--- src/rtl/camera_pkg.sv ---
// camera_pkg: shared state encoding, crop-window record and default geometry
// for the camera crop/capture path. Coordinates are 11-bit unsigned pixels.
// No logic of its own; imported by crop_window_calc and crop_window_controller.
package camera_pkg;

  localparam int COORD_W = 11;

  // Default sensor and crop geometry, overridable per instance.
  localparam int DEF_SENSOR_X_SIZE  = 1288;
  localparam int DEF_SQUARE_SIZE    = 720;
  localparam int DEF_Y_CROP_START   = 4;
  localparam int DEF_RESOLUTION     = 512;
  localparam int DEF_TIMEOUT_FRAMES = 4;

  typedef logic [COORD_W-1:0] coord_t;

  typedef enum logic [1:0] {
    IDLE      = 2'd0,
    ARMED     = 2'd1,
    CAPTURING = 2'd2
  } ctrl_state_t;

  typedef struct packed {
    coord_t x_start;
    coord_t x_end;
    coord_t y_start;
    coord_t y_end;
  } crop_window_t;

  // Centre a window of side res inside the pan-crop square.
  function automatic coord_t zoom_start(coord_t square, coord_t res);
    return (square - res) >> 1;
  endfunction

endpackage

--- src/rtl/crop_window_calc.sv ---
// crop_window_calc: validates a crop request and computes pan/zoom windows.
// Latency: purely combinational (0 cycles); the parent registers the results.
// Backpressure: none; results are only meaningful while req_ok is high.
// Ports: x_pan (signed offset from centre), x_res/y_res (requested output
//   size) in; req_ok, pan_win, zoom_win out.
module crop_window_calc
  import camera_pkg::*;
#(
  parameter int SENSOR_X_SIZE = DEF_SENSOR_X_SIZE,
  parameter int SQUARE_SIZE   = DEF_SQUARE_SIZE,
  parameter int Y_CROP_START  = DEF_Y_CROP_START
) (
  input  logic signed [COORD_W-1:0] x_pan,
  input  coord_t                    x_res,
  input  coord_t                    y_res,
  output logic                      req_ok,
  output crop_window_t              pan_win,
  output crop_window_t              zoom_win
);

  // One extra bit so centre + offset cannot overflow before clamping.
  localparam int PAN_W = COORD_W + 1;
  localparam logic signed [PAN_W-1:0] PAN_CENTRE = PAN_W'((SENSOR_X_SIZE - SQUARE_SIZE) / 2);
  localparam logic signed [PAN_W-1:0] PAN_MAX    = PAN_W'(SENSOR_X_SIZE - SQUARE_SIZE);
  localparam coord_t SQ      = COORD_W'(SQUARE_SIZE);
  localparam coord_t Y0      = COORD_W'(Y_CROP_START);
  localparam coord_t MIN_RES = COORD_W'(16);

  // Encoder works on 16-pixel blocks, and the zoom must fit inside the square.
  function automatic logic res_valid(coord_t res);
    return (res[3:0] == 4'd0) && (res >= MIN_RES) && (res <= SQ);
  endfunction

  logic signed [PAN_W-1:0] pan_ext;
  logic signed [PAN_W-1:0] pan_sum;
  coord_t                  pan_clamped;

  always_comb begin
    pan_ext = {x_pan[COORD_W-1], x_pan};
    pan_sum = PAN_CENTRE + pan_ext;

    if (pan_sum[PAN_W-1]) begin
      pan_clamped = '0;
    end else if (pan_sum > PAN_MAX) begin
      pan_clamped = COORD_W'(PAN_MAX);
    end else begin
      pan_clamped = COORD_W'(pan_sum);
    end

    // Even start column keeps the Bayer phase of the cropped image intact.
    pan_win.x_start = pan_clamped & ~coord_t'(1);
    pan_win.x_end   = pan_win.x_start + SQ;
    pan_win.y_start = Y0;
    pan_win.y_end   = Y0 + SQ;

    zoom_win.x_start = zoom_start(SQ, x_res);
    zoom_win.x_end   = zoom_win.x_start + x_res;
    zoom_win.y_start = zoom_start(SQ, y_res);
    zoom_win.y_end   = zoom_win.y_start + y_res;

    req_ok = res_valid(x_res) && res_valid(y_res);
  end

endmodule

--- src/rtl/crop_window_controller.sv ---
// crop_window_controller: frame-synchronous crop configuration and capture
//   sequencer. Optional capture timeout is built when CROP_CONTROLLER_TIMEOUT_EN
//   is defined; otherwise timeout_out is tied low and captures wait forever.
// Latency: boundary detected 1 cycle after frame_valid_in falls; windows and
//   sizes update the cycle after the boundary; start_capture_out follows one
//   cycle after that.
// Backpressure: none; config requests are last-writer-wins, capture requests
//   while ARMED/CAPTURING are dropped.
// Ports: frame_valid_in, config_update_in + x_pan_in/x_resolution_in/
//   y_resolution_in, start_capture_in, image_valid_in in; pan/zoom windows,
//   encoder sizes, start_capture_out, busy_out, config_error_out, timeout_out.
module crop_window_controller
  import camera_pkg::*;
#(
  parameter int SENSOR_X_SIZE      = DEF_SENSOR_X_SIZE,
  parameter int SQUARE_SIZE        = DEF_SQUARE_SIZE,
  parameter int Y_CROP_START       = DEF_Y_CROP_START,
  parameter int DEFAULT_RESOLUTION = DEF_RESOLUTION,
  parameter int TIMEOUT_FRAMES     = DEF_TIMEOUT_FRAMES
) (
  input  logic                      clock_in,
  input  logic                      reset_n_in,
  input  logic                      frame_valid_in,
  input  logic                      config_update_in,
  input  logic signed [COORD_W-1:0] x_pan_in,
  input  logic [COORD_W-1:0]        x_resolution_in,
  input  logic [COORD_W-1:0]        y_resolution_in,
  input  logic                      start_capture_in,
  input  logic                      image_valid_in,
  output logic [COORD_W-1:0]        pan_x_start_out,
  output logic [COORD_W-1:0]        pan_x_end_out,
  output logic [COORD_W-1:0]        pan_y_start_out,
  output logic [COORD_W-1:0]        pan_y_end_out,
  output logic [COORD_W-1:0]        zoom_x_start_out,
  output logic [COORD_W-1:0]        zoom_x_end_out,
  output logic [COORD_W-1:0]        zoom_y_start_out,
  output logic [COORD_W-1:0]        zoom_y_end_out,
  output logic [COORD_W-1:0]        x_size_out,
  output logic [COORD_W-1:0]        y_size_out,
  output logic                      start_capture_out,
  output logic                      busy_out,
  output logic                      config_error_out,
  output logic                      timeout_out
);

  if (TIMEOUT_FRAMES < 1) begin : g_bad_timeout
    $error("TIMEOUT_FRAMES must be at least 1");
  end

  localparam coord_t SQ   = COORD_W'(SQUARE_SIZE);
  localparam coord_t RES0 = COORD_W'(DEFAULT_RESOLUTION);
  localparam coord_t Y0   = COORD_W'(Y_CROP_START);
  localparam coord_t PAN0 = COORD_W'((SENSOR_X_SIZE - SQUARE_SIZE) / 2) & ~coord_t'(1);
  localparam coord_t Z0   = zoom_start(SQ, RES0);

  // Reset windows match a zero pan and the default output resolution.
  localparam crop_window_t RESET_PAN  = {PAN0, PAN0 + SQ, Y0, Y0 + SQ};
  localparam crop_window_t RESET_ZOOM = {Z0, Z0 + RES0, Z0, Z0 + RES0};

  logic         req_ok;
  crop_window_t calc_pan;
  crop_window_t calc_zoom;

  crop_window_calc #(
    .SENSOR_X_SIZE (SENSOR_X_SIZE),
    .SQUARE_SIZE   (SQUARE_SIZE),
    .Y_CROP_START  (Y_CROP_START)
  ) u_calc (
    .x_pan    (x_pan_in),
    .x_res    (x_resolution_in),
    .y_res    (y_resolution_in),
    .req_ok   (req_ok),
    .pan_win  (calc_pan),
    .zoom_win (calc_zoom)
  );

  ctrl_state_t  state;
  logic         fv_q;
  logic         bnd_q;
  logic         iv_q;
  logic         launch_q;
  logic         start_q;
  logic         busy_q;
  logic         err_q;
  crop_window_t pan_q;
  crop_window_t zoom_q;
  coord_t       xs_q;
  coord_t       ys_q;
  crop_window_t pend_pan;
  crop_window_t pend_zoom;
  coord_t       pend_xs;
  coord_t       pend_ys;
  logic         pend_vld;

  logic boundary;
  logic apply;
  logic iv_rise;

  // Falling edge of frame_valid, registered: high for one cycle after frame end.
  always_ff @(posedge clock_in or negedge reset_n_in) begin
    if (!reset_n_in) begin
      fv_q  <= 1'b0;
      bnd_q <= 1'b0;
      iv_q  <= 1'b0;
    end else begin
      fv_q  <= frame_valid_in;
      bnd_q <= fv_q & ~frame_valid_in;
      iv_q  <= image_valid_in;
    end
  end

  // Between frames an idle controller is always at a boundary, so requests
  // made there take effect without waiting for another frame.
  assign boundary = bnd_q | ((state == IDLE) & ~fv_q);
  assign apply    = boundary & pend_vld & (state != CAPTURING);
  assign iv_rise  = image_valid_in & ~iv_q;

  // Pending request and applied settings. An accept in the same cycle as an
  // apply leaves the new request pending for the next boundary.
  always_ff @(posedge clock_in or negedge reset_n_in) begin
    if (!reset_n_in) begin
      pan_q     <= RESET_PAN;
      zoom_q    <= RESET_ZOOM;
      xs_q      <= RES0;
      ys_q      <= RES0;
      pend_pan  <= RESET_PAN;
      pend_zoom <= RESET_ZOOM;
      pend_xs   <= RES0;
      pend_ys   <= RES0;
      pend_vld  <= 1'b0;
      err_q     <= 1'b0;
    end else begin
      if (apply) begin
        pan_q    <= pend_pan;
        zoom_q   <= pend_zoom;
        xs_q     <= pend_xs;
        ys_q     <= pend_ys;
        pend_vld <= 1'b0;
      end
      if (config_update_in) begin
        if (req_ok) begin
          pend_pan  <= calc_pan;
          pend_zoom <= calc_zoom;
          pend_xs   <= x_resolution_in;
          pend_ys   <= y_resolution_in;
          pend_vld  <= 1'b1;
          err_q     <= 1'b0;
        end else begin
          err_q <= 1'b1;
        end
      end
    end
  end

`ifdef CROP_CONTROLLER_TIMEOUT_EN
  localparam int TMO_W = (TIMEOUT_FRAMES > 1) ? $clog2(TIMEOUT_FRAMES) : 1;
  localparam logic [TMO_W-1:0] TMO_LAST = TMO_W'(TIMEOUT_FRAMES - 1);
  logic [TMO_W-1:0] tmo_cnt;
  logic             tmo_q;
`endif

  // Capture sequencer. In ARMED the boundary cycle applies config (above) and
  // sets launch_q; the encoder start fires on the following cycle so it always
  // sees the new sizes.
  always_ff @(posedge clock_in or negedge reset_n_in) begin
    if (!reset_n_in) begin
      state    <= IDLE;
      launch_q <= 1'b0;
      start_q  <= 1'b0;
      busy_q   <= 1'b0;
`ifdef CROP_CONTROLLER_TIMEOUT_EN
      tmo_cnt  <= '0;
      tmo_q    <= 1'b0;
`endif
    end else begin
      start_q <= 1'b0;
`ifdef CROP_CONTROLLER_TIMEOUT_EN
      if (start_capture_in) tmo_q <= 1'b0;
`endif
      case (state)
        IDLE: begin
          launch_q <= 1'b0;
          if (start_capture_in) state <= ARMED;
        end
        ARMED: begin
          if (launch_q) begin
            launch_q <= 1'b0;
            start_q  <= 1'b1;
            busy_q   <= 1'b1;
            state    <= CAPTURING;
`ifdef CROP_CONTROLLER_TIMEOUT_EN
            tmo_cnt  <= '0;
`endif
          end else if (bnd_q) begin
            launch_q <= 1'b1;
          end
        end
        CAPTURING: begin
          if (iv_rise) begin
            busy_q <= 1'b0;
            state  <= IDLE;
          end
`ifdef CROP_CONTROLLER_TIMEOUT_EN
          else if (bnd_q) begin
            if (tmo_cnt == TMO_LAST) begin
              busy_q <= 1'b0;
              tmo_q  <= 1'b1;
              state  <= IDLE;
            end else begin
              tmo_cnt <= tmo_cnt + TMO_W'(1);
            end
          end
`endif
        end
        default: begin
          launch_q <= 1'b0;
          busy_q   <= 1'b0;
          state    <= IDLE;
        end
      endcase
    end
  end

`ifdef CROP_CONTROLLER_TIMEOUT_EN
  assign timeout_out = tmo_q;
`else
  assign timeout_out = 1'b0;
`endif

  assign pan_x_start_out   = pan_q.x_start;
  assign pan_x_end_out     = pan_q.x_end;
  assign pan_y_start_out   = pan_q.y_start;
  assign pan_y_end_out     = pan_q.y_end;
  assign zoom_x_start_out  = zoom_q.x_start;
  assign zoom_x_end_out    = zoom_q.x_end;
  assign zoom_y_start_out  = zoom_q.y_start;
  assign zoom_y_end_out    = zoom_q.y_end;
  assign x_size_out        = xs_q;
  assign y_size_out        = ys_q;
  assign start_capture_out = start_q;
  assign busy_out          = busy_q;
  assign config_error_out  = err_q;

endmodule

--- config.mk ---
export PLATFORM = sky130hd
export DESIGN_NAME = crop_window_controller
export DESIGN_NICKNAME = d
export VERILOG_FILES = /design/src/rtl/camera_pkg.sv /design/src/rtl/crop_window_calc.sv /design/src/rtl/crop_window_controller.sv
export SDC_FILE = /design/constraint.sdc
export NUM_CORES = 1
export LEC_CHECK = 0
export CAP_MARGIN = 20
export CORE_UTILIZATION = 50
export CTS_CLUSTER_DIAMETER = 30
export CTS_CLUSTER_SIZE = 10
export DETAILED_ROUTE_END_ITERATION = 6
export GPL_ROUTABILITY_DRIVEN = 0
export PLACE_DENSITY = 0.8
export REMOVE_ABC_BUFFERS = 1
export SLEW_MARGIN = 20
export SYNTH_ARGS = -nofsm -noshare
export SYNTH_HDL_FRONTEND = slang
export SYNTH_HIERARCHICAL = 1
export SYNTH_SLANG_ARGS = --single-unit
--- constraint.sdc ---
create_clock -name clock_in -period 3.7 [get_ports clock_in]
set_clock_uncertainty 0.15 [all_clocks]
set_input_delay 0.74 -clock clock_in [delete_from_list [all_inputs] [get_ports clock_in]]
set_output_delay 0.74 -clock clock_in [all_outputs]
set_load 0.005 [all_outputs]
Run 1, sizing map:
Scale bar: 50 um.
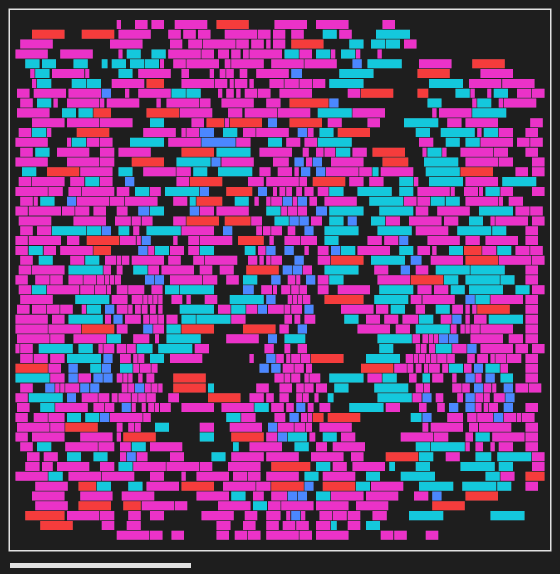
Key: cyan = _2 cells [cells 218]; blue = _3 and _4 cells [cells 96]; red = _6 and larger [cells 66]; magenta = _0 and _1 cells [cells 731]

Run 1, metal 4:
Scale bar: 50 um.
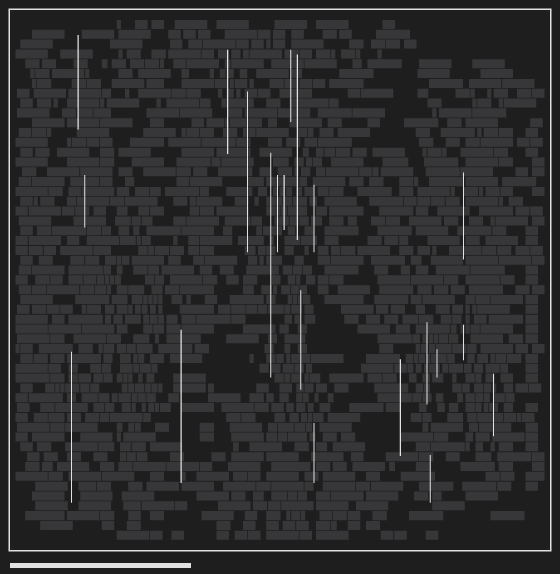
13 nets have wire on it. The longest straight run is 61.9 um. The layer carries 547 um of wire. The wires run mostly vertical. The layer holds 2.4% of the routed length.

Run 1, met2 routing:
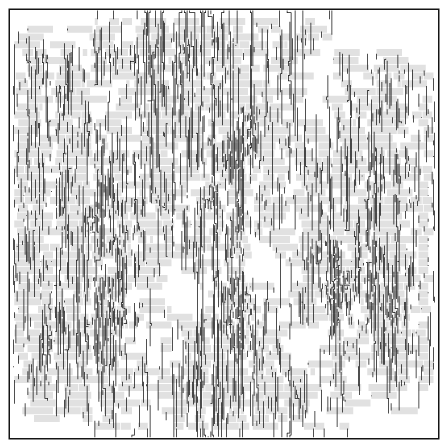
The layer holds 48% of the routed length. The longest straight run is 43.7 um. The layer carries 10900 um of wire. 1039 nets have wire on it.

==> run notes, run 1 <==
## Run status
* finished, final reports clean — outcome

## Critical path
* 6 — largest driver fanout on the critical path
* 4 — r2r worst-path depth
* buffers and inverters — Worst path top cell family by delay
* pend_zoom[32] — critical path capture point
* x_resolution_in[0] — Crit. Startpoint
* y_size_out[1] — capturing point of the worst reg2reg path
* input pin — kind of launch point of the worst setup path
* sky130_fd_sc_hd__clkdlybuf4s50_1 — CP max-delay cell
* flip-flop — crit end category
* state[0] — critical register-to-register path startpoint
* 0.49 ns — stage delay of the slowest cell on the critical path
* 1.29 ns — Worst R2R Setup Slack
* 3.71 ns — arrival time at the worst endpoint
* 3.95 ns — worst endpoint required time

## Cells and area
* 34.2% — share of cells above drive strength 1
* 0 — ant diodes
* 14700 um2 — finished layout cell area
* 31.3% — Comb area share
* 230 — number of flip-flops and latches
* pend_pan (44), pend_zoom (44) — largest registers
* 34.8% — area growth from synthesis to layout
* 164 x sky130_fd_sc_hd__dfrtp_1, 150 x sky130_fd_sc_hd__clkdlybuf4s50_1, 131 x sky130_fd_sc_hd__mux2_2 — Top cells excl fill/tap
* sky130_fd_sc_hd__dfrtp_1 — leading cell type in the layout, fill and taps excluded
* sequential cells — biggest area consumer among cell classes
* 534 — Multi-In Gates
* 243 — number of buffers outside the clock class in the layout
* 64 — number of clock buffers in the layout
* 1530 — fill cell instance count of the final layout
* 5840 um2 — Register Area
* 10.5% — clock-cell share of area
* 1386 — Cell Count, Final, Fillers Out
* 15.5% — buffer share of cell area
* 1133 — final-stage net count
* 19 — number of ordinary inverters in the final layout

## Final timing
* 93.7% — final worst path period share
* 0.949 ns — transition time at the pin with the least slew margin
* 0.0697 ns — worst hold margin
* 0.289 GHz — FMAX
* 0 — Hold Vio Cnt, Final
* 0 — Final Max Slew Viols
* 0 ns — total negative setup slack
* no — setup repair after global routing missed its margin
* 0 — number of failing setup endpoints in the final timing report

## Synth
* 53.7% — sequential cell area fraction in the yosys report
* 13.2 um2 — average footprint of a synthesized cell
* 10900 um2 — Post-Synthesis Cell Area
* 164 x sky130_fd_sc_hd__dfrtp_1, 131 x sky130_fd_sc_hd__mux2_2, 89 x sky130_fd_sc_hd__mux2_1 — top cells by count
* 230 — count of state elements after synthesis
* 3.70% — XOR Share, Synth
* 6.37% — AO/OA Area Share
* 826 — cells after synthesis
* 826 — count of instantiated cells in the yosys netlist
* sky130_fd_sc_hd__dfrtp_1 — predominant post-synthesis flop cell
* 100% — fraction of registers with async set or reset after synthesis
* 2.30% — area share of fa/ha/maj cells after synthesis
* sky130_fd_sc_hd__dfrtp_1 38%, sky130_fd_sc_hd__dfstp_2 16%, sky130_fd_sc_hd__mux2_2 14% — top cells, area
* 10900 um2 — YS chip area
* multiplexers — dominant non-sequential cell family after synthesis
* 0 — EDFF count, synth

## CTS
* 46 — cts bufs inserted
* 2 — H-tree depth
* 0.52 ns — clock insertion delay at the later pin of the skew report
* 0 — # Post-CTS Setup Buffers
* 0 — post-cts repair resize count
* sky130_fd_sc_hd__clkbuf_16 — clock root buffer master
* yes — TritonCTS clock tree
* 0 — # hold bufs at CTS
* 0.05 ns — Worst-path clk slew

## GRT
* 26.2% — global routing met1 resource utilization
* 6.31% — fraction of met3 tracks used by global routing
* 35.6% — GRT met2 Usage
* 0 — initial antenna violation count
* 37800 um — wire length of the first global-routing pass

## Detailed routing
* met4 — highest routing layer actually used
* 16.4 um — Routed wire per std cell
* 0 — post-route DRC violation count
* 22700 um — overall routed net length
* 10900 um — Met2 Routed Length
* 5.20 — via density per instance
* 9610 um — met1 layer wirelength in the final routing

## Power
* 1.64 mW — Net Switching
* 7.07 nW — standby leakage power
* 474 uV — maximum VDD drop
* 35.7% — sequential share of power
* 641 uW — combinational cell power
* 22.6% — switching share of power
* 2.59 mW — power in sequential cells
* 4.03 mW — clock network power
* 55.5% — part of the total power dissipated in the clock network
* the clock network — power group with the largest share
* 8.8% — Logic pwr share

## Flow run
* 0 — max-cap viol count

## Placed design
* 13100 um2 — area of placed instances
* 151 — Buffers on Ports
* 1301 — cell count after placement
* -0.305 ns — worst-case setup slack after placement

## Floorplanning
* 53 — floorplan row count
* 21200 um2 — core region area
* 150 um — die width
* 150 um — die height
* 22400 um2 — floorplan die area

==> run 1 -> run 2 <==
Settings changed: SKIP_LAST_GASP set to 1.
Run 2, met2 routing:
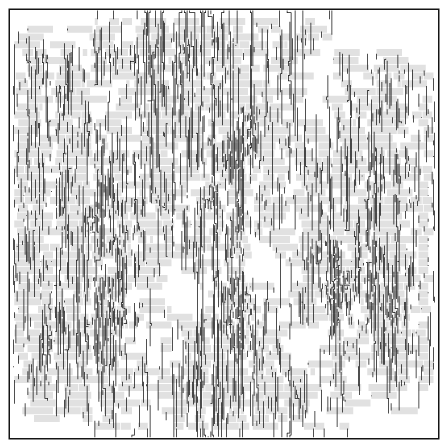
The wires run mostly vertical. The layer holds 48% of the routed length.

Run 2, clock wiring as the flow saved it:
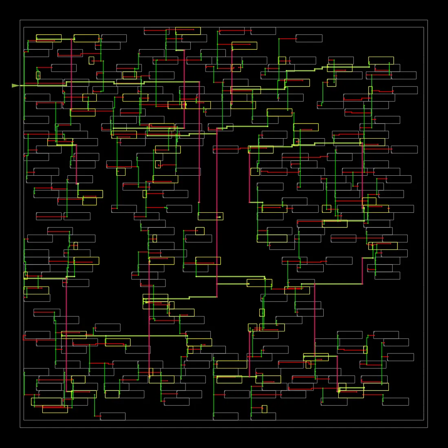
clock insertion delay at the later pin of the skew report: 0.52 ns
number of clock buffers in the layout: 64
cts bufs inserted: 46
clock network power: 4.03 mW

==> run 2 against run 1 <==
Sequential share of layout area unchanged. Register-to-register slack about the same. Total power unchanged. Die size unchanged. Highest routed layer unchanged.
==> run notes, run 2 <==
## Synth
* 100% — fraction of registers with async set or reset after synthesis, unchanged
* sky130_fd_sc_hd__dfrtp_1 — predominant post-synthesis flop cell, unchanged
* 826 — count of instantiated cells in the yosys netlist, unchanged
* 53.7% — sequential cell area fraction in the yosys report, unchanged
* 230 — count of state elements after synthesis, unchanged
* 164 x sky130_fd_sc_hd__dfrtp_1, 131 x sky130_fd_sc_hd__mux2_2, 89 x sky130_fd_sc_hd__mux2_1 — top cells by count, unchanged
* 6.37% — AO/OA Area Share, unchanged
* 3.70% — XOR Share, Synth, unchanged
* sky130_fd_sc_hd__dfrtp_1 38%, sky130_fd_sc_hd__dfstp_2 16%, sky130_fd_sc_hd__mux2_2 14% — top cells, area, unchanged
* sky130_fd_sc_hd__dfrtp_1 — leading cell type by number of instances after synthesis, unchanged
* 826 — cells after synthesis, unchanged
* multiplexers — dominant non-sequential cell family after synthesis, unchanged
* 0 — EDFF count, synth, unchanged
* 13.2 um2 — average footprint of a synthesized cell, unchanged
* 2.30% — area share of fa/ha/maj cells after synthesis, unchanged
* 10900 um2 — Post-Synthesis Cell Area, unchanged
* 10900 um2 — YS chip area, unchanged
* sky130_fd_sc_hd__dfrtp_1 — post-synth top area cell, unchanged

## Placed design
* 1301 — cell count after placement, unchanged
* 151 — Buffers on Ports, unchanged
* 13100 um2 — area of placed instances, unchanged
* -0.305 ns — worst-case setup slack after placement, unchanged

## Detailed routing
* 22700 um — overall routed net length, unchanged
* 5 — Pre-antenna DRT Iters, unchanged
* 5.20 — via density per instance, unchanged
* 9610 um — met1 layer wirelength in the final routing, unchanged
* 16.4 um — Routed wire per std cell, unchanged
* met4 — highest routing layer actually used, unchanged
* 10900 um — Met2 Routed Length, unchanged
* 0 — post-route DRC violation count, unchanged

## Cells and area
* sky130_fd_sc_hd__dfrtp_1 — leading cell type in the layout, fill and taps excluded, unchanged
* 164 x sky130_fd_sc_hd__dfrtp_1, 150 x sky130_fd_sc_hd__clkdlybuf4s50_1, 131 x sky130_fd_sc_hd__mux2_2 — Top cells excl fill/tap, unchanged
* sequential cells — biggest area consumer among cell classes, unchanged
* 34.8% — area growth from synthesis to layout, unchanged
* 1133 — final-stage net count, unchanged
* 5840 um2 — Register Area, unchanged
* 19 — number of ordinary inverters in the final layout, unchanged
* 31.3% — Comb area share, unchanged
* 534 — Multi-In Gates, unchanged
* 39.8% — Seq area share, unchanged
* 10.5% — clock-cell share of area, unchanged
* 230 — number of flip-flops and latches, unchanged
* 34.2% — share of cells above drive strength 1, unchanged
* 15.5% — buffer share of cell area, unchanged
* pend_pan (44), pend_zoom (44) — largest registers, unchanged
* 243 — number of buffers outside the clock class in the layout, unchanged
* 1386 — Cell Count, Final, Fillers Out, unchanged
* 1530 — fill cell instance count of the final layout, unchanged
* 14700 um2 — finished layout cell area, unchanged
* 0 — ant diodes, unchanged

## Critical path
* clkdlybuf4s50_1 > inv_1 > ha_1 > xnor2_1 > xnor2_1 > ha_2 > nor3b_1 > o21ai_0 > a22oi_1 > buf_4 > nand4_1 > o2111ai_1 > buf_4 > a2111o_1 > o311ai_1 > mux2_2 — critical path, cell by cell, unchanged
* 6 — largest driver fanout on the critical path, unchanged
* input pin — kind of launch point of the worst setup path, unchanged
* sky130_fd_sc_hd__clkdlybuf4s50_1 — CP max-delay cell, unchanged
* 1.29 ns — Worst R2R Setup Slack, about the same
* 4 — r2r worst-path depth, unchanged
* pend_zoom[32] — critical path capture point, unchanged
* 0.49 ns — stage delay of the slowest cell on the critical path, about the same
* y_size_out[1] — capturing point of the worst reg2reg path, unchanged
* 4 — total buffers and inverters traversed by the critical path, unchanged
* buffers and inverters — Worst path top cell family by delay, unchanged
* flip-flop — crit end category, unchanged
* x_resolution_in[0] — Crit. Startpoint, unchanged
* 3.95 ns — worst endpoint required time, about the same
* state[0] — critical register-to-register path startpoint, unchanged
* 3.71 ns — arrival time at the worst endpoint, about the same

## CTS
* sky130_fd_sc_hd__clkbuf_16 — clock root buffer master, unchanged
* 0 — post-cts repair resize count, unchanged
* yes — TritonCTS clock tree, unchanged
* 0 — # hold bufs at CTS, unchanged
* 2 — H-tree depth, unchanged
* 0.05 ns — Worst-path clk slew, about the same
* 0 — # Post-CTS Setup Buffers, unchanged

## GRT
* 6.31% — fraction of met3 tracks used by global routing, unchanged
* 37800 um — wire length of the first global-routing pass, unchanged
* 0 — total overflow reported by the global router, unchanged
* 0 — initial antenna violation count, unchanged
* 26.2% — global routing met1 resource utilization, unchanged
* 89 — largest net degree at the start of global routing, unchanged
* 35.6% — GRT met2 Usage, unchanged

## Floorplanning
* 150 um — die height, unchanged
* 22400 um2 — floorplan die area, unchanged
* 150 um — die width, unchanged
* 53 — floorplan row count, unchanged
* 21200 um2 — core region area, unchanged

## Run status
* finished, final reports clean — outcome, unchanged

## Power
* 7.07 nW — standby leakage power, unchanged
* 5.62 mW — internal power consumption, unchanged
* 35.7% — sequential share of power, about the same
* 8.8% — Logic pwr share, about the same
* 22.6% — switching share of power, unchanged
* 1.64 mW — Net Switching, unchanged
* 7.26 mW — post-layout total power, unchanged
* 55.5% — part of the total power dissipated in the clock network, about the same
* 2.59 mW — power in sequential cells, about the same
* the clock network — power group with the largest share, unchanged
* 641 uW — combinational cell power, about the same
* 474 uV — maximum VDD drop, unchanged

## Final timing
* 0.949 ns — transition time at the pin with the least slew margin, unchanged
* 3.47 ns — final period demand of the worst path, unchanged
* 0.289 GHz — FMAX, unchanged
* 0 ns — total negative setup slack, unchanged
* 0 — Hold Vio Cnt, Final, unchanged
* 36.7% — slew margin rel., unchanged
* 0.0697 ns — worst hold margin, unchanged
* 0 — Final Max Slew Viols, unchanged
* 0 — number of failing setup endpoints in the final timing report, unchanged
* no — setup repair after global routing missed its margin, unchanged
* 93.7% — final worst path period share, unchanged

## Flow run
* 0 — max-cap viol count, unchanged

## Hold path
* input pin to async pin — path type of the worst min-delay path, unchanged

Run 2, sizing map:
Scale bar: 50 um.
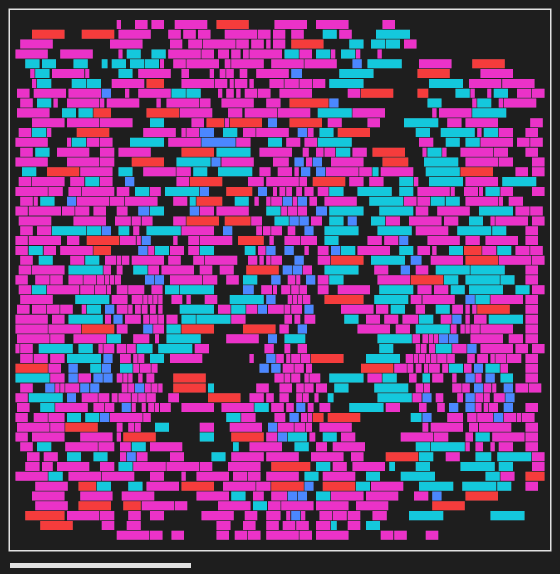

==> run 2 -> run 3 <==
Clock period 3.7 ns to 3.24 ns, I/O delays scaled along.
Run 3, sizing map:
Scale bar: 50 um.
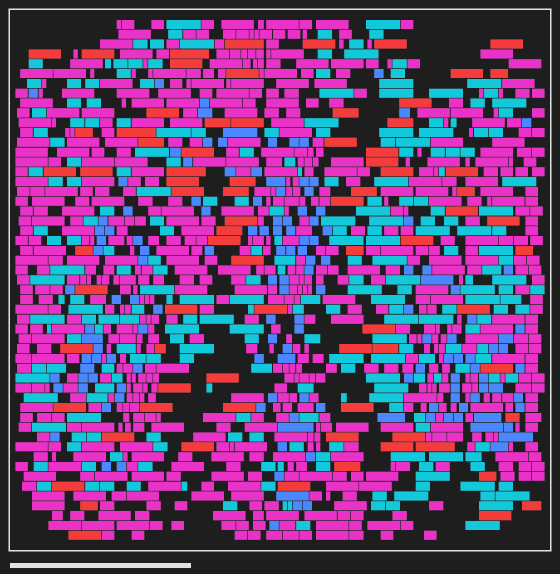
Key: blue = _3 and _4 cells [cells 143]; magenta = _0 and _1 cells [cells 687]; cyan = _2 cells [cells 249]; red = _6 and larger [cells 77]

Run 3, metal 4:
Scale bar: 50 um.
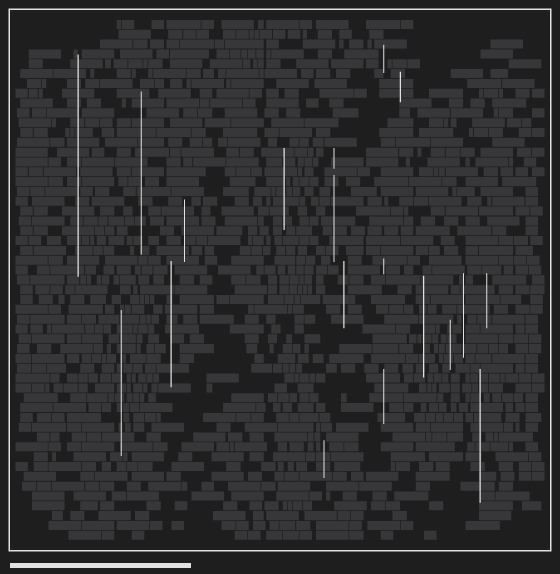
The wires run mostly vertical. The layer carries 429 um of wire. The layer holds 1.8% of the routed length. 11 nets have wire on it. The longest straight run is 61.2 um.

==> run 3 against run 2 <==
Register-to-register slack got worse by 0.28 ns. Via count rose by 2.8%. Synthesized area did not move. Core utilization rose by 3.8 points. Sequential power rose by 14%. Synthesized cell count did not move. Sequential share of layout area fell by 2.1 points. Largest cell class unchanged.
==> run notes, run 3 <==
## Synth
* multiplexers — dominant non-sequential cell family after synthesis, unchanged
* sky130_fd_sc_hd__dfrtp_1 — post-synth top area cell, unchanged
* 10900 um2 — Post-Synthesis Cell Area, unchanged
* 13.2 um2 — average footprint of a synthesized cell, unchanged
* 3.70% — XOR Share, Synth, unchanged
* 6.37% — AO/OA Area Share, unchanged
* sky130_fd_sc_hd__dfrtp_1 — leading cell type by number of instances after synthesis, unchanged
* sky130_fd_sc_hd__dfrtp_1 38%, sky130_fd_sc_hd__dfstp_2 16%, sky130_fd_sc_hd__mux2_2 14% — top cells, area, unchanged
* 826 — count of instantiated cells in the yosys netlist, unchanged
* 164 x sky130_fd_sc_hd__dfrtp_1, 131 x sky130_fd_sc_hd__mux2_2, 89 x sky130_fd_sc_hd__mux2_1 — top cells by count, unchanged
* 2.30% — area share of fa/ha/maj cells after synthesis, unchanged
* 100% — fraction of registers with async set or reset after synthesis, unchanged

## Power
* 8.85 mW — post-layout total power, was 7.26 mW
* 56.9% — part of the total power dissipated in the clock network, was 55.5%
* the clock network — power group with the largest share, unchanged
* 570 uV — maximum VDD drop, was 474 uV
* 9.6% — Logic pwr share, was 8.8%
* 850 uW — combinational cell power, was 641 uW
* 7.46 nW — standby leakage power, was 7.07 nW

## CTS
* 1 — # Post-CTS Setup Buffers, was 0
* 0.54 ns — clock insertion delay at the later pin of the skew report, was 0.52 ns
* 1 — # hold bufs at CTS, was 0
* yes — TritonCTS clock tree, unchanged
* 18 — post-cts repair resize count, was 0
* 0.05 ns — Worst-path clk slew, about the same
* sky130_fd_sc_hd__clkbuf_16 — clock root buffer master, unchanged
* 2 — H-tree depth, unchanged

## Flow run
* 0 — max-cap viol count, unchanged

## Detailed routing
* 0 — post-route DRC violation count, unchanged
* met5 — highest routing layer actually used, was met4
* 4 — Pre-antenna DRT Iters, was 5
* 5.18 — via density per instance, was 5.20
* 24100 um — overall routed net length, was 22700 um
* 16.9 um — Routed wire per std cell, was 16.4 um

## Cells and area
* 40.6% — share of cells above drive strength 1, was 34.2%
* 1325 — fill cell instance count of the final layout, was 1530
* sequential cells — biggest area consumer among cell classes, unchanged
* 42.2% — area growth from synthesis to layout, was 34.8%
* 37.7% — Seq area share, was 39.8%
* 31.5% — Comb area share, was 31.3%
* pend_pan (44), pend_zoom (44) — largest registers, unchanged
* 1431 — Cell Count, Final, Fillers Out, was 1386
* 16.9% — buffer share of cell area, was 15.5%
* 279 — number of buffers outside the clock class in the layout, was 243
* 15500 um2 — finished layout cell area, was 14700 um2
* 0 — ant diodes, unchanged
* 534 — Multi-In Gates, unchanged
* 5840 um2 — Register Area, unchanged
* 67 — number of clock buffers in the layout, was 64

## Critical path
* pan_x_start_out[9] — capturing point of the worst reg2reg path, was y_size_out[1]
* 3.47 ns — arrival time at the worst endpoint, was 3.71 ns
* pend_pan[32] — critical path capture point, was pend_zoom[32]
* 4 — r2r worst-path depth, unchanged
* 2 — total buffers and inverters traversed by the critical path, was 4
* flip-flop — crit end category, unchanged
* state[0] — critical register-to-register path startpoint, unchanged
* clkdlybuf4s50_1 > buf_4 > o311ai_4 > xor2_1 > nand3_1 > nor4_2 > a21oi_1 > a31oi_2 > a31oi_4 > ha_4 > nor2_2 > o21bai_1 > mux2_2 — critical path, cell by cell, was clkdlybuf4s50_1 > inv_1 > ha_1 > xnor2_1 > xnor2_1 > ha_2 > nor3b_1 > o21ai_0 > a22oi_1 > buf_4 > nand4_1 > o2111ai_1 > buf_4 > a2111o_1 > o311ai_1 > mux2_2
* 0.44 ns — stage delay of the slowest cell on the critical path, was 0.49 ns
* x_pan_in[3] — Crit. Startpoint, was x_resolution_in[0]
* AND-OR/OR-AND gates — Worst path top cell family by delay, was buffers and inverters
* 4 — largest driver fanout on the critical path, was 6

## Final timing
* 0 — number of failing setup endpoints in the final timing report, unchanged
* 0 — Final Max Slew Viols, unchanged
* 98.9% — final worst path period share
* 47.1% — slew margin rel., was 36.7%

## Floorplanning
* 150 um — die height, unchanged
* 22400 um2 — floorplan die area, unchanged
* 53 — floorplan row count, unchanged
* 21200 um2 — core region area, unchanged

## GRT
* 26.1% — global routing met1 resource utilization, was 26.2%
* 1 — initial antenna violation count, was 0
* 38.0% — GRT met2 Usage, was 35.6%
* 5.34% — fraction of met3 tracks used by global routing, was 6.31%
* 0 — total overflow reported by the global router, unchanged

## Placed design
* 151 — Buffers on Ports, unchanged
* -0.675 ns — worst-case setup slack after placement, was -0.305 ns

## Hold path
* flip-flop to flip-flop — path type of the worst min-delay path, was input pin to async pin

## Run status
* finished, final reports clean — outcome, unchanged

No activity file was given, so power comes from the tool's default toggle rates.
